==> src/rtl/imem_stream_loader_if.sv <==
// Byte-stream input and instruction-memory write port of the program loader.
// master: the loader (consumes the stream, drives the memory write port).
// slave : the environment (drives the stream, observes the write port).
interface imem_stream_loader_if #(
  parameter int ADDR_W = 8
);
  logic              in_valid;
  logic [7:0]        in_data;
  logic              in_ready;
  logic              wr_en;
  logic [ADDR_W-1:0] waddr;
  logic [31:0]       instr;

  modport master (
    input  in_valid, in_data,
    output in_ready, wr_en, waddr, instr
  );

  modport slave (
    output in_valid, in_data,
    input  in_ready, wr_en, waddr, instr
  );
endinterface

==> src/rtl/imem_stream_loader.sv <==
// imem_stream_loader: assembles a little-endian byte stream (4-byte word count
// header followed by the body words) into 32-bit instructions, writes them to
// instruction memory and releases the core reset once the program is loaded.
// Optional macro IMEM_LOADER_CHECKSUM_EN adds a trailing 4-byte checksum
// (sum mod 2^32 of the body words) that must match before the core is released.
module imem_stream_loader #(
  parameter int DEPTH  = 256,
  parameter int ADDR_W = 8
) (
  input  logic                 clk,
  input  logic                 rst_n,
  imem_stream_loader_if.master bus,
  output logic                 o_core_rst_n,
  output logic                 o_busy,
  output logic                 o_done,
  output logic                 o_err
);

`ifdef IMEM_LOADER_CHECKSUM_EN
  typedef enum logic [2:0] {S_HDR, S_DATA, S_CSUM, S_DONE, S_ERR} state_t;
  localparam state_t S_TAIL = S_CSUM;
`else
  typedef enum logic [2:0] {S_HDR, S_DATA, S_DONE, S_ERR} state_t;
  localparam state_t S_TAIL = S_DONE;
`endif

  state_t            r_state;
  state_t            w_nextState;
  logic              r_live;
  logic [1:0]        r_byteIdx;
  logic [23:0]       r_shift;
  logic [31:0]       r_n;
  logic [31:0]       r_wordCnt;
  logic              r_wrEn;
  logic [ADDR_W-1:0] r_waddr;
  logic [31:0]       r_instr;
`ifdef IMEM_LOADER_CHECKSUM_EN
  logic [31:0]       r_sum;
`endif

  logic              w_inReady;
  logic              w_accept;
  logic              w_lastByte;
  logic [31:0]       w_word;

  assign w_accept   = bus.in_valid && w_inReady;
  assign w_lastByte = w_accept && (r_byteIdx == 2'd3);
  // Earlier bytes sit in r_shift with the oldest at the bottom, so the
  // incoming byte completes the word as its most significant byte.
  assign w_word     = {bus.in_data, r_shift};

  assign bus.in_ready = w_inReady;
  assign bus.wr_en    = r_wrEn;
  assign bus.waddr    = r_waddr;
  assign bus.instr    = r_instr;

  // State register; reset always restarts at the header.
  always_ff @(posedge clk) begin
    if (!rst_n) r_state <= S_HDR;
    else        r_state <= w_nextState;
  end

  // Next-state logic; DATA leaves only once the final word's write cycle is on the bus.
  always_comb begin
    w_nextState = r_state;
    case (r_state)
      S_HDR: begin
        if (w_lastByte) begin
          if (w_word > 32'(DEPTH))  w_nextState = S_ERR;
          else if (w_word == 32'd0) w_nextState = S_TAIL;
          else                      w_nextState = S_DATA;
        end
      end
      S_DATA: begin
        if (r_wordCnt == r_n) w_nextState = S_TAIL;
      end
`ifdef IMEM_LOADER_CHECKSUM_EN
      S_CSUM: begin
        if (w_lastByte) w_nextState = (w_word == r_sum) ? S_DONE : S_ERR;
      end
`endif
      default: w_nextState = r_state;
    endcase
  end

  // Output decode; r_live keeps the header state quiet for the cycle after reset.
  always_comb begin
    w_inReady    = 1'b0;
    o_busy       = 1'b0;
    o_done       = 1'b0;
    o_err        = 1'b0;
    o_core_rst_n = 1'b0;
    case (r_state)
      S_HDR: begin
        w_inReady = r_live;
        o_busy    = r_live;
      end
      S_DATA: begin
        w_inReady = (r_wordCnt != r_n);
        o_busy    = 1'b1;
      end
`ifdef IMEM_LOADER_CHECKSUM_EN
      S_CSUM: begin
        w_inReady = 1'b1;
        o_busy    = 1'b1;
      end
`endif
      S_DONE: begin
        o_done       = 1'b1;
        o_core_rst_n = 1'b1;
      end
      S_ERR: begin
        o_err = 1'b1;
      end
      default: begin
        w_inReady = 1'b0;
      end
    endcase
  end

  // Marks the first cycle after reset deasserts so the stream can start.
  always_ff @(posedge clk) begin
    if (!rst_n) r_live <= 1'b0;
    else        r_live <= 1'b1;
  end

  // Byte assembly, header capture, word counter and the one-cycle write pulse.
  always_ff @(posedge clk) begin
    if (!rst_n) begin
      r_byteIdx <= 2'd0;
      r_shift   <= 24'd0;
      r_n       <= 32'd0;
      r_wordCnt <= 32'd0;
      r_wrEn    <= 1'b0;
      r_waddr   <= '0;
      r_instr   <= 32'd0;
`ifdef IMEM_LOADER_CHECKSUM_EN
      r_sum     <= 32'd0;
`endif
    end else begin
      r_wrEn <= 1'b0;
      if (w_accept) begin
        r_shift   <= w_word[31:8];
        r_byteIdx <= r_byteIdx + 2'd1;
      end
      if (w_lastByte && (r_state == S_HDR)) begin
        r_n <= w_word;
      end
      if (w_lastByte && (r_state == S_DATA)) begin
        r_wrEn    <= 1'b1;
        r_waddr   <= r_wordCnt[ADDR_W-1:0];
        r_instr   <= w_word;
        r_wordCnt <= r_wordCnt + 32'd1;
`ifdef IMEM_LOADER_CHECKSUM_EN
        r_sum     <= r_sum + w_word;
`endif
      end
    end
  end

endmodule

==> src/flat_wrapper.sv <==
// flat-port wrapper written by rule: the top's interface ports become plain ports
module imem_stream_loader_flat 
#(
  parameter int DEPTH  = 256,
  parameter int ADDR_W = 8
)
  (clk, rst_n, o_core_rst_n, o_busy, o_done, o_err, bus_in_valid, bus_in_data, bus_in_ready, bus_wr_en, bus_waddr, bus_instr);
  imem_stream_loader_if #(.ADDR_W(ADDR_W)) bus_i ();
  input  logic clk;
  input  logic rst_n;
  output logic o_core_rst_n;
  output logic o_busy;
  output logic o_done;
  output logic o_err;
  input wire logic [$bits(bus_i.in_valid)-1:0] bus_in_valid;
  input wire logic [$bits(bus_i.in_data)-1:0] bus_in_data;
  output wire logic [$bits(bus_i.in_ready)-1:0] bus_in_ready;
  output wire logic [$bits(bus_i.wr_en)-1:0] bus_wr_en;
  output wire logic [$bits(bus_i.waddr)-1:0] bus_waddr;
  output wire logic [$bits(bus_i.instr)-1:0] bus_instr;
  assign bus_i.in_valid = bus_in_valid;
  assign bus_i.in_data = bus_in_data;
  assign bus_in_ready = bus_i.in_ready;
  assign bus_wr_en = bus_i.wr_en;
  assign bus_waddr = bus_i.waddr;
  assign bus_instr = bus_i.instr;
  imem_stream_loader #(.DEPTH(DEPTH), .ADDR_W(ADDR_W)) u_core (.clk(clk), .rst_n(rst_n), .bus(bus_i), .o_core_rst_n(o_core_rst_n), .o_busy(o_busy), .o_done(o_done), .o_err(o_err));
endmodule
==> config.mk <==
export PLATFORM = sky130hd
export DESIGN_NAME = imem_stream_loader_flat
export DESIGN_NICKNAME = d
export VERILOG_FILES = /design/src/rtl/imem_stream_loader_if.sv /design/src/rtl/imem_stream_loader.sv /design/src/flat_wrapper.sv
export SDC_FILE = /design/constraint.sdc
export NUM_CORES = 1
export LEC_CHECK = 0
export CORE_MARGIN = 2
export CORE_UTILIZATION = 40
export CTS_CLUSTER_DIAMETER = 120
export CTS_CLUSTER_SIZE = 8
export DETAILED_ROUTE_END_ITERATION = 10
export GPL_TIMING_DRIVEN = 0
export PLACE_DENSITY_LB_ADDON = 0.1
export SLEW_MARGIN = 20
export SYNTH_ARGS = -nofsm -noshare
export SYNTH_HDL_FRONTEND = slang
export SYNTH_SLANG_ARGS = --single-unit
==> constraint.sdc <==
create_clock -name clk -period 2 [get_ports clk]
set_input_delay 0.3 -clock clk [delete_from_list [all_inputs] [get_ports clk]]
set_output_delay 0.3 -clock clk [all_outputs]
set_load 0.005 [all_outputs]
==> flow_summary.html, run 1 <==
<p>Metrics extracted from the flow reports.</p>
<table>
<tr><th>Metric</th><th>Value</th></tr>
<tr><th colspan="2">Run status</th></tr>
<tr><td>Status</td><td>finished with violations</td></tr>
<tr><td>Violated checks</td><td>negative setup slack</td></tr>
<tr><th colspan="2">GRT</th></tr>
<tr><td>Met1 usage</td><td>0.303</td></tr>
<tr><td>Layer carrying the most global-route usage</td><td>met2</td></tr>
<tr><th colspan="2">Floorplan</th></tr>
<tr><td>Count of pins on the block boundary</td><td>57</td></tr>
<tr><td>Die Y</td><td>124 um</td></tr>
<tr><td>Number of rows in the core area</td><td>43</td></tr>
<tr><td>Core area</td><td>14000 um^2</td></tr>
<tr><td>Fraction of the core area occupied by cells at floorplan</td><td>0.413</td></tr>
<tr><th colspan="2">Clock network</th></tr>
<tr><td>Hold-fix buffers, CTS</td><td>0</td></tr>
<tr><td>Clock tree from TritonCTS</td><td>yes</td></tr>
<tr><th colspan="2">Timing</th></tr>
<tr><td>Worst-Margin Slew</td><td>0.717 ns</td></tr>
<tr><td>Shortest period the worst path allows</td><td>2.31 ns</td></tr>
<tr><td>Post-route worst setup slack</td><td>-0.309 ns</td></tr>
<tr><td>Setup violators final</td><td>97</td></tr>
<tr><td>Achievable Freq</td><td>0.433 GHz</td></tr>
<tr><th colspan="2">Setup path</th></tr>
<tr><td>R2R cell count</td><td>11</td></tr>
<tr><td>Worst path max stage delay</td><td>0.41 ns</td></tr>
<tr><td>Launching point of the worst reg2reg path</td><td>u_core.r_wordCnt[2]</td></tr>
<tr><th colspan="2">Finish</th></tr>
<tr><td>Multi-input combinational cell count</td><td>486</td></tr>
<tr><td>Total number of nets in the final design</td><td>791</td></tr>
<tr><td>Sequential cell area</td><td>2760 um^2</td></tr>
<tr><td>Tally of non-filler cells in the final layout</td><td>971</td></tr>
<tr><td>Flop Count</td><td>134</td></tr>
<tr><td>Filler instances</td><td>1266</td></tr>
<tr><th colspan="2">Drt</th></tr>
<tr><td>Count of antenna-violating nets left after detailed routing</td><td>0</td></tr>
<tr><td>Sum of routed wire segments on met1</td><td>8.36 mm</td></tr>
<tr><td>Highest layer used for signal routing</td><td>met4</td></tr>
<tr><td>DR WL met3</td><td>837 um</td></tr>
<tr><th colspan="2">Synth</th></tr>
<tr><td>Yosys synthesis chip area</td><td>5780 um^2</td></tr>
<tr><td>Syn. warnings</td><td>0</td></tr>
<tr><td>Yosys top cell by instances</td><td>sky130_fd_sc_hd__dfxtp_1</td></tr>
<tr><td>Yosys cell count</td><td>674</td></tr>
<tr><td>Area leader, netlist</td><td>sky130_fd_sc_hd__dfxtp_1</td></tr>
<tr><th colspan="2">Run</th></tr>
<tr><td>Max-cap check violation count</td><td>0</td></tr>
<tr><th colspan="2">Power and ir drop</th></tr>
<tr><td>Relative contribution of the clock network to total power</td><td>0.509</td></tr>
<tr><th colspan="2">Placed design</th></tr>
<tr><td>Cell area after placement</td><td>6570 um^2</td></tr>
<tr><td>Number of instances in the placed design</td><td>910</td></tr>
<tr><td>HPWL after detailed placement</td><td>12.1 mm</td></tr>
</table>
Run 1, M1 wires:
Supply wires on this layer in grey.
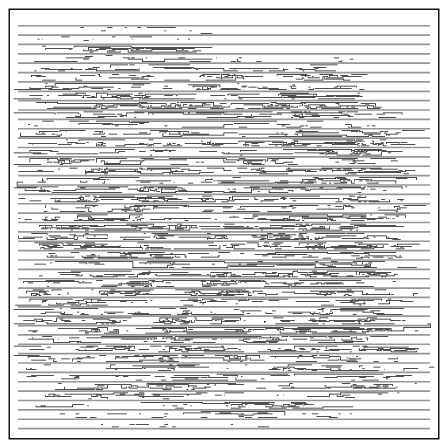
The layer carries 8360 um of wire. 750 nets have wire on it. The longest straight run is 42.3 um. The layer holds 46% of the routed length. The wires run mostly horizontal.
routed vias: 5187
drt total wl: 18.2 mm

Run 1, M2 wires:
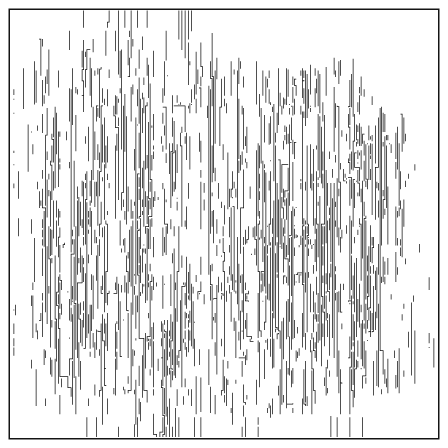
The layer holds 46% of the routed length. 665 nets have wire on it. The wires run mostly vertical.
met2 Usage GRT: 0.373

Run 1, metal 3:
Bar = 20 um. Cells faint in the background.
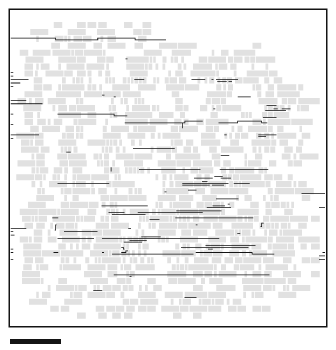
The wires run mostly horizontal. The layer carries 838 um of wire. The longest straight run is 61.0 um.
GR met3 Demand/Resource: 0.0542

==> run 2: changes to the inputs <==
--- a/config.mk
+++ b/config.mk
@@ -12,6 +12,7 @@
 export DETAILED_ROUTE_END_ITERATION = 10
 export GPL_TIMING_DRIVEN = 0
 export PLACE_DENSITY_LB_ADDON = 0.1
+export REMOVE_ABC_BUFFERS = 1
 export SLEW_MARGIN = 20
 export SYNTH_ARGS = -nofsm -noshare
 export SYNTH_HDL_FRONTEND = slang
Run 2, M1 wires:
Supply wires on this layer in grey.
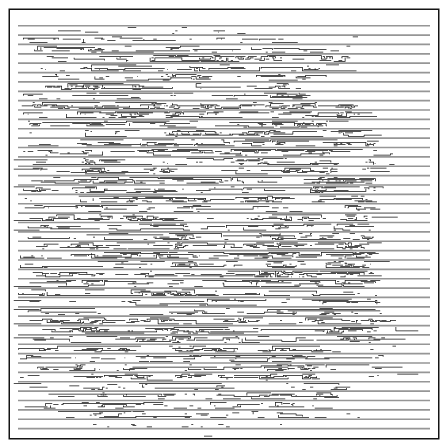
The layer carries 7230 um of wire. The wires run mostly horizontal. The layer holds 45% of the routed length. The longest straight run is 32.7 um.
routed vias: 4967
met1 usage: 0.267
drt total wl: 16.0 mm

==> flow_summary.html, run 2 <==
<p>Metrics extracted from the flow reports.</p>
<table>
<tr><th>Metric</th><th>Value</th></tr>
<tr><th colspan="2">Drt</th></tr>
<tr><td>Count of antenna-violating nets left after detailed routing</td><td>0 (unchanged)</td></tr>
<tr><td>Sum of routed wire segments on met1</td><td>7.23 mm (-13%)</td></tr>
<tr><td>DR WL met3</td><td>579 um (-31%)</td></tr>
<tr><th colspan="2">Floorplan</th></tr>
<tr><td>Core area</td><td>14000 um^2 (unchanged)</td></tr>
<tr><td>Fraction of the core area occupied by cells at floorplan</td><td>0.413 (unchanged)</td></tr>
<tr><td>Number of rows in the core area</td><td>43 (unchanged)</td></tr>
<tr><td>Die Y</td><td>124 um (unchanged)</td></tr>
<tr><th colspan="2">Run</th></tr>
<tr><td>Max-cap check violation count</td><td>0 (unchanged)</td></tr>
<tr><th colspan="2">Clock network</th></tr>
<tr><td>Clock insertion delay at the later pin of the skew report</td><td>0.42 ns</td></tr>
<tr><td>Longest Clk Path Bufs</td><td>2</td></tr>
<tr><td>Clock tree from TritonCTS</td><td>yes</td></tr>
<tr><td>Hold-fix buffers, CTS</td><td>0 (unchanged)</td></tr>
<tr><th colspan="2">Synth</th></tr>
<tr><td>Area leader, netlist</td><td>sky130_fd_sc_hd__dfxtp_1</td></tr>
<tr><td>Yosys top cell by instances</td><td>sky130_fd_sc_hd__dfxtp_1</td></tr>
<tr><td>Comb area leader</td><td>simple AND/OR/NAND/NOR gates</td></tr>
<tr><td>Syn. warnings</td><td>0 (unchanged)</td></tr>
<tr><td>Yosys cell count</td><td>674 (unchanged)</td></tr>
<tr><td>Largest type area fraction</td><td>0.464</td></tr>
<tr><th colspan="2">Finish</th></tr>
<tr><td>Filler instances</td><td>1269 (+0.24%)</td></tr>
<tr><td>Flop Count</td><td>134 (unchanged)</td></tr>
<tr><td>Proportion of final cell area spent on non-clock buffers</td><td>0.152</td></tr>
<tr><td>Total number of nets in the final design</td><td>760 (-3.9%)</td></tr>
<tr><td>Tally of non-filler cells in the final layout</td><td>940 (-3.2%)</td></tr>
<tr><td>Multi-input combinational cell count</td><td>488 (+0.41%)</td></tr>
<tr><td>Sequential cell area</td><td>2740 um^2 (-0.77%)</td></tr>
<tr><th colspan="2">Placed design</th></tr>
<tr><td>Number of instances in the placed design</td><td>871 (-4.3%)</td></tr>
<tr><td>HPWL after detailed placement</td><td>9.78 mm (-19%)</td></tr>
<tr><td>Cell area after placement</td><td>6550 um^2 (-0.29%)</td></tr>
<tr><th colspan="2">Timing</th></tr>
<tr><td>Achievable Freq</td><td>0.441 GHz (+1.7%)</td></tr>
<tr><td>Post-route worst setup slack</td><td>-0.270 ns (+0.0389 ns)</td></tr>
<tr><td>Shortest period the worst path allows</td><td>2.27 ns (-0.0389 ns)</td></tr>
<tr><td>Worst-Margin Slew</td><td>0.676 ns (-0.0409 ns)</td></tr>
<tr><td>Setup violators final</td><td>73 (-25%)</td></tr>
<tr><th colspan="2">GRT</th></tr>
<tr><td>Met2 Usage GRT</td><td>0.347 (-0.0254)</td></tr>
<tr><td>GR met3 Demand/Resource</td><td>0.0400 (-0.0142)</td></tr>
<tr><th colspan="2">Setup path</th></tr>
<tr><td>Worst path max stage delay</td><td>0.40 ns (about the same)</td></tr>
<tr><td>Launching point of the worst reg2reg path</td><td>u_core.r_wordCnt[0]</td></tr>
<tr><th colspan="2">Power and ir drop</th></tr>
<tr><td>Relative contribution of the clock network to total power</td><td>0.501 (-0.008)</td></tr>
<tr><td>Comb. pwr</td><td>0.269 mW</td></tr>
<tr><th colspan="2">Run status</th></tr>
<tr><td>Violated checks</td><td>negative setup slack</td></tr>
<tr><td>Status</td><td>finished with violations</td></tr>
</table>
Power is estimated from default activity; no workload was simulated.
